File: src/rtl/mmio_region_router.sv
// mmio_region_router: MMIO request decode/route to FME, EXT_FME and per-port PORT/EXT_PORT/AFU targets; read timeout enabled by MMIO_TIMEOUT_EN
module mmio_region_router #(
  parameter int NUM_PORTS = 1,
  parameter int TID_WIDTH = 6,
  parameter int ADDR_WIDTH = 20,
  parameter int DATA_WIDTH = 64,
  parameter logic [2:0] FME_PF = 3'd0,
  parameter logic [3*NUM_PORTS-1:0] PORT_PF_VEC = '0,
  parameter int EXT_FME_START = 'h40,
  parameter int EXT_PORT_START = 'h20,
  parameter int AFU_START = 'h40,
  parameter int AFU_END = 'hC0,
  parameter int TIMEOUT_CYCLES = 4096
) (
  input  logic clk,
  input  logic rst_n,
  input  logic req_valid,
  output logic req_ready,
  input  logic req_write,
  input  logic [TID_WIDTH-1:0] req_tid,
  input  logic [2:0] req_pf,
  input  logic req_vf_active,
  input  logic [2:0] req_bar,
  input  logic [ADDR_WIDTH-1:0] req_addr,
  input  logic [DATA_WIDTH-1:0] req_wdata,
  output logic [3*NUM_PORTS+1:0] tgt_valid,
  input  logic [3*NUM_PORTS+1:0] tgt_ready,
  output logic tgt_write,
  output logic [TID_WIDTH-1:0] tgt_tid,
  output logic [ADDR_WIDTH-1:0] tgt_addr,
  output logic [DATA_WIDTH-1:0] tgt_wdata,
  input  logic [3*NUM_PORTS+1:0] tgt_rsp_valid,
  input  logic [(3*NUM_PORTS+2)*TID_WIDTH-1:0] tgt_rsp_tid,
  input  logic [(3*NUM_PORTS+2)*DATA_WIDTH-1:0] tgt_rsp_data,
  output logic rsp_valid,
  input  logic rsp_ready,
  output logic [TID_WIDTH-1:0] rsp_tid,
  output logic [DATA_WIDTH-1:0] rsp_data,
  output logic [15:0] err_unmapped_cnt,
  output logic [15:0] err_timeout_cnt,
  output logic err_stray
);
  localparam int NUM_TGT = 2 + 3*NUM_PORTS;
  localparam int IW = $clog2(NUM_TGT);
  localparam int RW = ADDR_WIDTH - 12;
  localparam logic [2:0] FME_BAR = 3'd0;
  localparam logic [2:0] PORT_BAR = 3'd2;
  localparam logic [RW-1:0] EFS = RW'(EXT_FME_START);
  localparam logic [RW-1:0] EPS = RW'(EXT_PORT_START);
  localparam logic [RW-1:0] AFS = RW'(AFU_START);
  localparam logic [RW-1:0] AFE = RW'(AFU_END);
  localparam logic [15:0] TMO_LAST = 16'(TIMEOUT_CYCLES - 1);
`ifdef MMIO_TIMEOUT_EN
  localparam bit TMO_EN = 1'b1;
`else
  localparam bit TMO_EN = 1'b0;
`endif
  localparam logic [2:0] S_IDLE = 3'd0;
  localparam logic [2:0] S_FWD = 3'd1;
  localparam logic [2:0] S_WAIT = 3'd2;
  localparam logic [2:0] S_RSP = 3'd3;
  localparam logic [2:0] S_UR = 3'd4;
  localparam logic [2:0] S_TMO = 3'd5;
  logic [2:0] state;
  logic [IW-1:0] idx, dec_idx;
  logic dec_hit, hit, tmo;
  logic [RW-1:0] region;
  logic [NUM_TGT-1:0] sel;
  logic [15:0] tmo_cnt;
  assign region = req_addr[ADDR_WIDTH-1:12];
  assign sel = NUM_TGT'(1) << idx;
  assign req_ready = rst_n && state == S_IDLE;
  assign tgt_valid = state == S_FWD ? sel : '0;
  assign rsp_valid = state == S_RSP || state == S_UR || state == S_TMO;
  assign hit = tgt_rsp_valid[idx] && tgt_rsp_tid[idx*TID_WIDTH +: TID_WIDTH] == tgt_tid;
  assign tmo = TMO_EN && state == S_WAIT && !hit && tmo_cnt == TMO_LAST;
  // Decode target: FME wins, otherwise the lowest-numbered matching port decides by region
  always_comb begin
    dec_hit = 1'b0;
    dec_idx = '0;
    for (int p = NUM_PORTS - 1; p >= 0; p--)
      if (!req_vf_active && req_bar == PORT_BAR && req_pf == PORT_PF_VEC[3*p +: 3]) begin
        dec_hit = region < AFE;
        dec_idx = region < EPS ? IW'(2 + 3*p) : region < AFS ? IW'(3 + 3*p) : IW'(4 + 3*p);
      end
    if (!req_vf_active && req_bar == FME_BAR && req_pf == FME_PF) begin
      dec_hit = 1'b1;
      dec_idx = region >= EFS ? IW'(1) : IW'(0);
    end
  end
  // Request/response FSM with held target fields and completion registers
  always_ff @(posedge clk or negedge rst_n)
    if (!rst_n) begin
      state <= S_IDLE;
      idx <= '0;
      tgt_write <= 1'b0;
      tgt_tid <= '0;
      tgt_addr <= '0;
      tgt_wdata <= '0;
      rsp_tid <= '0;
      rsp_data <= '0;
    end else
      case (state)
        S_IDLE: if (req_valid) begin
          idx <= dec_idx;
          tgt_write <= req_write;
          tgt_tid <= req_tid;
          tgt_addr <= req_addr;
          tgt_wdata <= req_wdata;
          if (dec_hit) state <= S_FWD;
          else if (!req_write) begin
            state <= S_UR;
            rsp_tid <= req_tid;
            rsp_data <= '1;
          end
        end
        S_FWD: if (tgt_ready[idx]) state <= tgt_write ? S_IDLE : S_WAIT;
        S_WAIT: if (hit) begin
          state <= S_RSP;
          rsp_tid <= tgt_tid;
          rsp_data <= tgt_rsp_data[idx*DATA_WIDTH +: DATA_WIDTH];
        end else if (tmo) begin
          state <= S_TMO;
          rsp_tid <= tgt_tid;
          rsp_data <= '1;
        end
        S_RSP, S_UR, S_TMO: if (rsp_ready) state <= S_IDLE;
        default: state <= S_IDLE;
      endcase
  // Read timeout counter, cleared whenever not waiting
  always_ff @(posedge clk or negedge rst_n)
    if (!rst_n) tmo_cnt <= '0;
    else tmo_cnt <= TMO_EN && state == S_WAIT ? tmo_cnt + 16'd1 : '0;
  // Error counters and sticky stray flag; only the matching response in WAIT is not stray
  always_ff @(posedge clk or negedge rst_n)
    if (!rst_n) begin
      err_unmapped_cnt <= '0;
      err_timeout_cnt <= '0;
      err_stray <= 1'b0;
    end else begin
      err_unmapped_cnt <= state == S_IDLE && req_valid && !dec_hit && ~&err_unmapped_cnt ? err_unmapped_cnt + 16'd1 : err_unmapped_cnt;
      err_timeout_cnt <= tmo && ~&err_timeout_cnt ? err_timeout_cnt + 16'd1 : err_timeout_cnt;
      err_stray <= err_stray | (|(tgt_rsp_valid & ~(state == S_WAIT && hit ? sel : '0)));
    end
endmodule

File: config.mk
export PLATFORM = sky130hd
export DESIGN_NAME = mmio_region_router
export DESIGN_NICKNAME = d
export VERILOG_FILES = /design/src/rtl/mmio_region_router.sv
export SDC_FILE = /design/constraint.sdc
export NUM_CORES = 1
export LEC_CHECK = 0
export ABC_CLOCK_PERIOD_IN_PS = 2700
export CORE_AREA = 2 2 261 263
export CTS_BUF_LIST = sky130_fd_sc_hd__clkbuf_4 sky130_fd_sc_hd__clkbuf_8
export DETAILED_ROUTE_END_ITERATION = 8
export DIE_AREA = 0 0 263 265
export GPL_TIMING_DRIVEN = 0
export PLACE_DENSITY = 0.49
export SLEW_MARGIN = 10
export SYNTH_ARGS = -nofsm -noshare
export SYNTH_HDL_FRONTEND = slang
export SYNTH_SLANG_ARGS = --single-unit
File: constraint.sdc
create_clock -name clk -period 2.7 [get_ports clk]
set_clock_uncertainty 0.1 [all_clocks]
set_input_delay 0.675 -clock clk [delete_from_list [all_inputs] [get_ports clk]]
set_output_delay 0.675 -clock clk [all_outputs]
set_load 0.01 [all_outputs]
Figure 1. Nets reached from selected ports.
Scale: 1.5 px per µm.
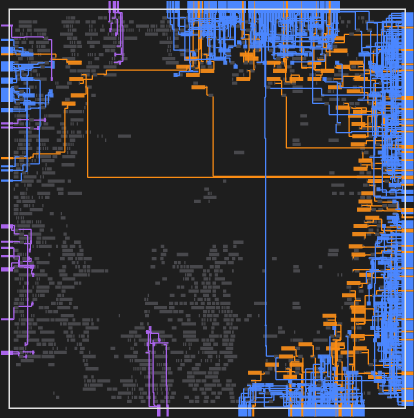
legend:
  blue:
    port: tgt_rsp_data
    bits: 320
    direction: input
    end_cells: 128
    buffers: 320
    wire: 11,400 µm
  purple:
    port: req_addr
    bits: 20
    direction: input
    end_cells: 23
    buffers: 20
    wire: 661 µm
  orange:
    port: rsp_data
    bits: 64
    direction: output
    end_cells: 64
    buffers: 64
    wire: 3,630 µm

Figure 2. Register map, names as in the netlist.
Scale: 1.5 px per µm. Other sequential cells in the stronger grey, the rest of the logic in the fainter grey.
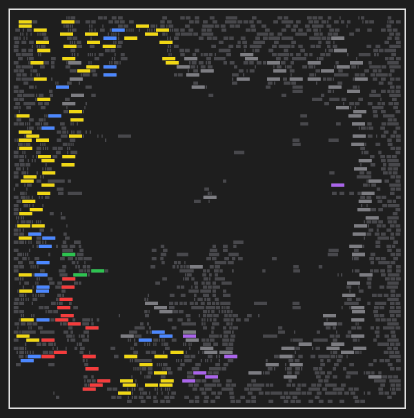
legend:
  red:
    signal: err_unmapped_cnt
    placed_flops: 16
    where: south-west
  yellow:
    signal: tgt_wdata
    placed_flops: 64
  purple:
    signal: rsp_tid
    placed_flops: 6
    where: south
  blue:
    signal: tgt_addr
    placed_flops: 20
  green:
    signal: state
    placed_flops: 3
not coloured: 75

Figure 3. Metal layers overlaid.
Scale: 2 px per µm. Only two layers are drawn.
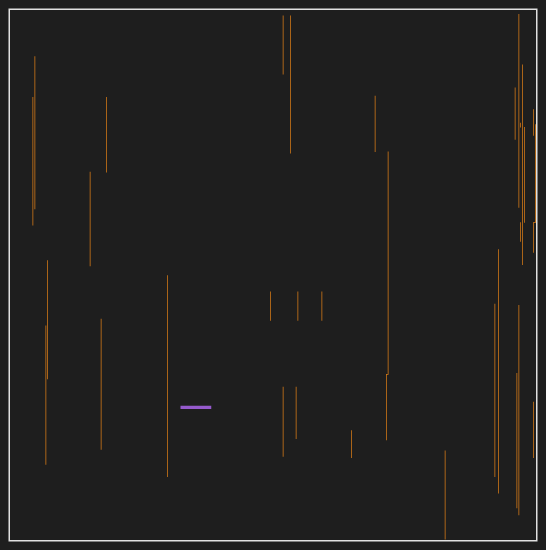
legend:
  orange:
    layer: M4
    wire_length: 1,720 µm
  purple:
    layer: M5
    wire_length: 13.8 µm

Figure 4. Signal wires on met2.
Scale: 1.5 px per µm. Cells faint in the background.
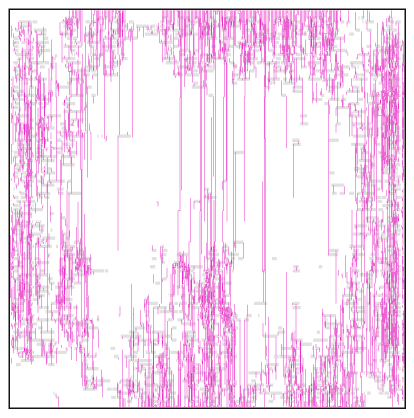
share of all routed wire: 51%
wire length on this layer: 28.7 mm

Figure 5. Clock routing.
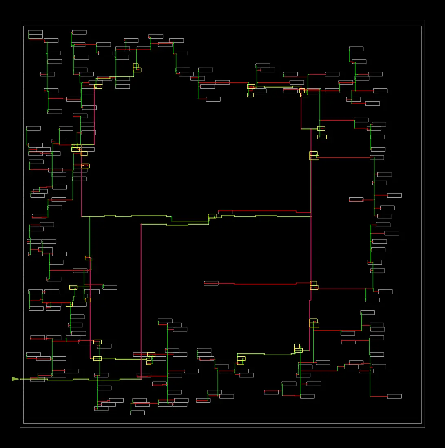
final-layout clock buffer total: 19
flip-flops: 184
Latency at later pin: 560 ps
total number of clock tree sinks: 184

==> impl_metrics.csv <==
group,metric,value,unit
status,status,"complete, but fails checks",
status,violations,"setup timing",
detailed_routing,wl_per_cell,21.4,µm
sta,max_clock_freq,356,MHz
synth,netlist_top_cells_area,"dfrtp_1 (44%), mux4_2 (14%), nand2_1 (10%)",
synth,postSynthSeqShare,44.2,%
global_routing,grt_start_max_net_pins,50,
synth,ys_ff,184,
setup_path,critical_path.max_fanout,5,
sta,worstMarginPinSlew,801,ps
pwr,swShare,37.5,%
pwr,leakage,7.77,nW
global_routing,use_met3,5.44,%
pwr,clockPowerShare,17.5,%
final_layout,signal_buffers,788,
global_routing,grt-ovfl-total,0,
job,drv_cap,0,
global_routing,grt_util_met1,17.0,%
sta,hold_viol_final,0,
pwr,power.switching,4.34,mW
synth,synth_area_per_cell,10.4,µm²
sta,relSlewSlack,46.6,%
final_layout,final-comb-area,0.00551,mm²
placed_design,place.gp.congestion,0.866,
setup_path,critPathSlowestCell,"dfrtp_1",
sta,period_used_share,104,%
synth,yosys_cells,999,
setup_path,startpoint_type,"flop",
synth,postSynth.asyncResetShare,100,%
floorplanning,taps,873,
placed_design,post-place-ws,-1590,ps
final_layout,nMultiInputCombCells,733,
synth,yosysWarnings,0,
setup_path,arrival,3140,ps
final_layout,nets,2194,
detailed_routing,vias,10800,
synth,netlist_area,0.0104,mm²
pwr,p_int,7.22,mW
placed_design,hpwl,44.6,mm
pwr,power_frac_seq,35.9,%
final_layout,dominant_cells,"non-clock buffers",
final_layout,comb_area_share,28.1,%
final_layout,num-nonclk-inverters,7,
cts,cts-root-buf,"clkbuf_8",
detailed_routing,ant_nets,0,
final_layout,layout.area.seq,0.00461,mm²
synth,synth_cell_types,62,
setup_path,crit_type,"flop to flop",
final_layout,drive_above_1_share,15.0,%
pwr,vdd_drop_max,0.419,mV
global_routing,busiest_layer,"met2",
global_routing,grt_pass1_vias,11900,
pwr,pwr-share-comb,46.7,%
final_layout,antenna_cells,8,
setup_path,worst_ep_required_time,3040,ps
floorplanning,die_y,265,µm
final_layout,clock_area_share,2.06,%
final_layout,seq_share,23.5,%
hold_path,worstHoldPathType,"input pin to async pin",
job,tool_warnings,28,
final_layout,buf_share,40.6,%
setup_path,cpPeakStageDelay,390,ps
sta,setup_violations,56,
setup_path,cp_cell_sequence,"buf_6, buf_12, buf_8, buf_4, mux2i_4, xor2_1, a22o_1, o22ai_2, nor4_4, buf_6, buf_4, buf_12, mux2_4",
floorplanning,dieArea,0.0697,mm²
final_layout,fillCellCount,6947,
floorplanning,num_io_pins,663,
cts,cts_buffer_depth,2,
synth,ff_type,"dfrtp_1",
synth,common_cells,"nand2_1 (284), dfrtp_1 (184), nor2_1 (79)",
placed_design,port_buffers,646,
detailed_routing,drt_pass1_iterations,7,
global_routing,antenna_found_initial,12,
synth,top_area_share,44.2,%
floorplanning,initial_core_util,15.6,%
detailed_routing,drc,0,
synth,edf_count,0,
sta,fin_ws,-107,ps
detailed_routing,drt_iter0_drc,394,
sta,drv_slew,0,
detailed_routing,routed_wl,56.3,mm
cts,cts_tree,"built",
synth,yosysTopAreaCell,"dfrtp_1",
synth,synth_top_cell_by_count,"nand2_1",
global_routing,met2_usage,28.2,%
synth,synthCells,999,
sta,period_minus_slack,2810,ps
pwr,powerDensity,589,mW/mm²
global_routing,grt_pass1_wl,80.1,mm
detailed_routing,viasPerCell,4.12,
floorplanning,rows,95,
sta,rsz0062_at_grt,"true",
cts,clkTransAtPathRegs,120,ps
cts,cts_buffers,17,
setup_path,end_kind,"flop",
cts,h-tree-depth,4,
final_layout,syn_to_final_growth,88.5,%
floorplanning,core,0.0668,mm²
final_layout,utilization,29.4,%
synth,ys_chip_area,0.0104,mm²
global_routing,grtUsageTotal,15.9,%
floorplanning,die_w,263,µm
==> layer usage <==
metal | wire [µm] | vias up | part of all wire [%]
met3 | 4550 | 74 | 8.1
met4 | 1720 | 2 | 3.1
li1 | - | 4981 | -
met5 | 13 | - | 0.023
met2 | 28700 | 494 | 51
met1 | 21300 | 5260 | 38
==> placed cells by master (no fill, tap or decap), drive strengths merged, types with 3 or more instances in the layout <==
cell type      netlist  routed
clkdlybuf4s50        0     637
nand2              284     284
dfrtp              184     184
buf                 48     104
nor2                79      79
mux2i               78      78
a22oi               68      68
mux4                66      66
clkbuf              42      60
mux2                17      17
conb                 1      16
inv                  7      14
o21ai               11      11
a21oi               10      10
nor3                10      10
xnor2                9       9
diode                0       8
nand2b               8       8
xor2                 7       7
nand3                7       7
nor4                 7       7
nand4                6       6
a21o                 5       5
clkinv               0       5
nor2b                5       5
and2                 3       3
nor3b                3       3
==> state kept, by name (all words and copies together), names as in the netlist <==
register          flops
rsp_tid               6
err_stray             1
tgt_tid               6
tgt_wdata            64
idx                   3
tgt_addr             20
tgt_write             1
state                 3
err_unmapped_cnt     16
rsp_data             64
==> cells by family after synthesis <==
logic type / synth area share [%]
AND-OR/OR-AND: 8.28
adder cells (fa/ha/maj): 0.120
other: 0.0360
AND/OR/NAND/NOR: 17.0
XOR/XNOR: 1.35
flip-flops: 44.2
multiplexers: 23.8
buffers and inverters: 5.26
==> worst max-delay path: cells and delay by family (launching register included) <==
| kind | cells | cell delay, ps |
|---|---|---|
| simple gates | 1 | 280 |
| buf+inv | 7 | 930 |
| flops | 1 | 390 |
| compound gates | 2 | 320 |
| xor+xnor | 1 | 160 |
| mux | 2 | 470 |
==> final timing paths <==
kind	depth (start not counted)	slack [ps]	start	endpoint
min in group clk	2	380	tgt_wdata[19]	tgt_wdata[19]
worst min-delay path	2	90	rst_n	tgt_tid[1]
max in group asynchronous	2	2110	rst_n	state[0]
worst max register to register	13	-110	idx[0]	rsp_tid[4]
worst min register to register	2	380	tgt_wdata[19]	tgt_wdata[19]
worst max-delay path	13	-110	idx[0]	rsp_tid[4]
==> power groups by stage <==
| stage | sequential (mW) | combinational, mW | clock (mW) |
|---|---|---|---|
| 2_1_floorplan | 4.48 | 1.71 | 0 |
| 3_3_place_gp | 4.15 | 5.28 | 0 |
| 3_5_place_dp | 4.18 | 5.31 | 0 |
| 4_1_cts | 4.15 | 5.46 | 2.17 |
| 5_1_grt | 4.26 | 5.86 | 2.26 |
| 6_report | 4.15 | 5.40 | 2.02 |
==> metrics by stage <==
step | TNS [ps] | hold WS (ps) | instances | instance area, µm² | power (mW)
6_report | -3500 | 86.4 | 2625 | 19600 | 11.6
3_3_place_gp | -1464480 | 360 | 2533 | 18000 | 9.43
3_5_place_dp | -80400 | 361 | 2534 | 18100 | 9.49
5_1_grt | -12210 | 37.5 | 2621 | 19600 | 12.4
4_1_cts | -5520 | 2.16 | 2607 | 19500 | 11.8
2_1_floorplan | 0 | 279 | 1014 | 10500 | 6.19
==> what timing repair did <==
action                                  in CTS  in global routing
buffers inserted                            31                 15
endpoints found under the setup margin     151                 79
hold buffers                                 4                  0
gates cloned                                 7                  1
endpoints found under the hold margin       86                  0
gates resized                              118                 28
pin swaps                                   10                  5
No activity file was given, so power comes from the tool's default toggle rates.
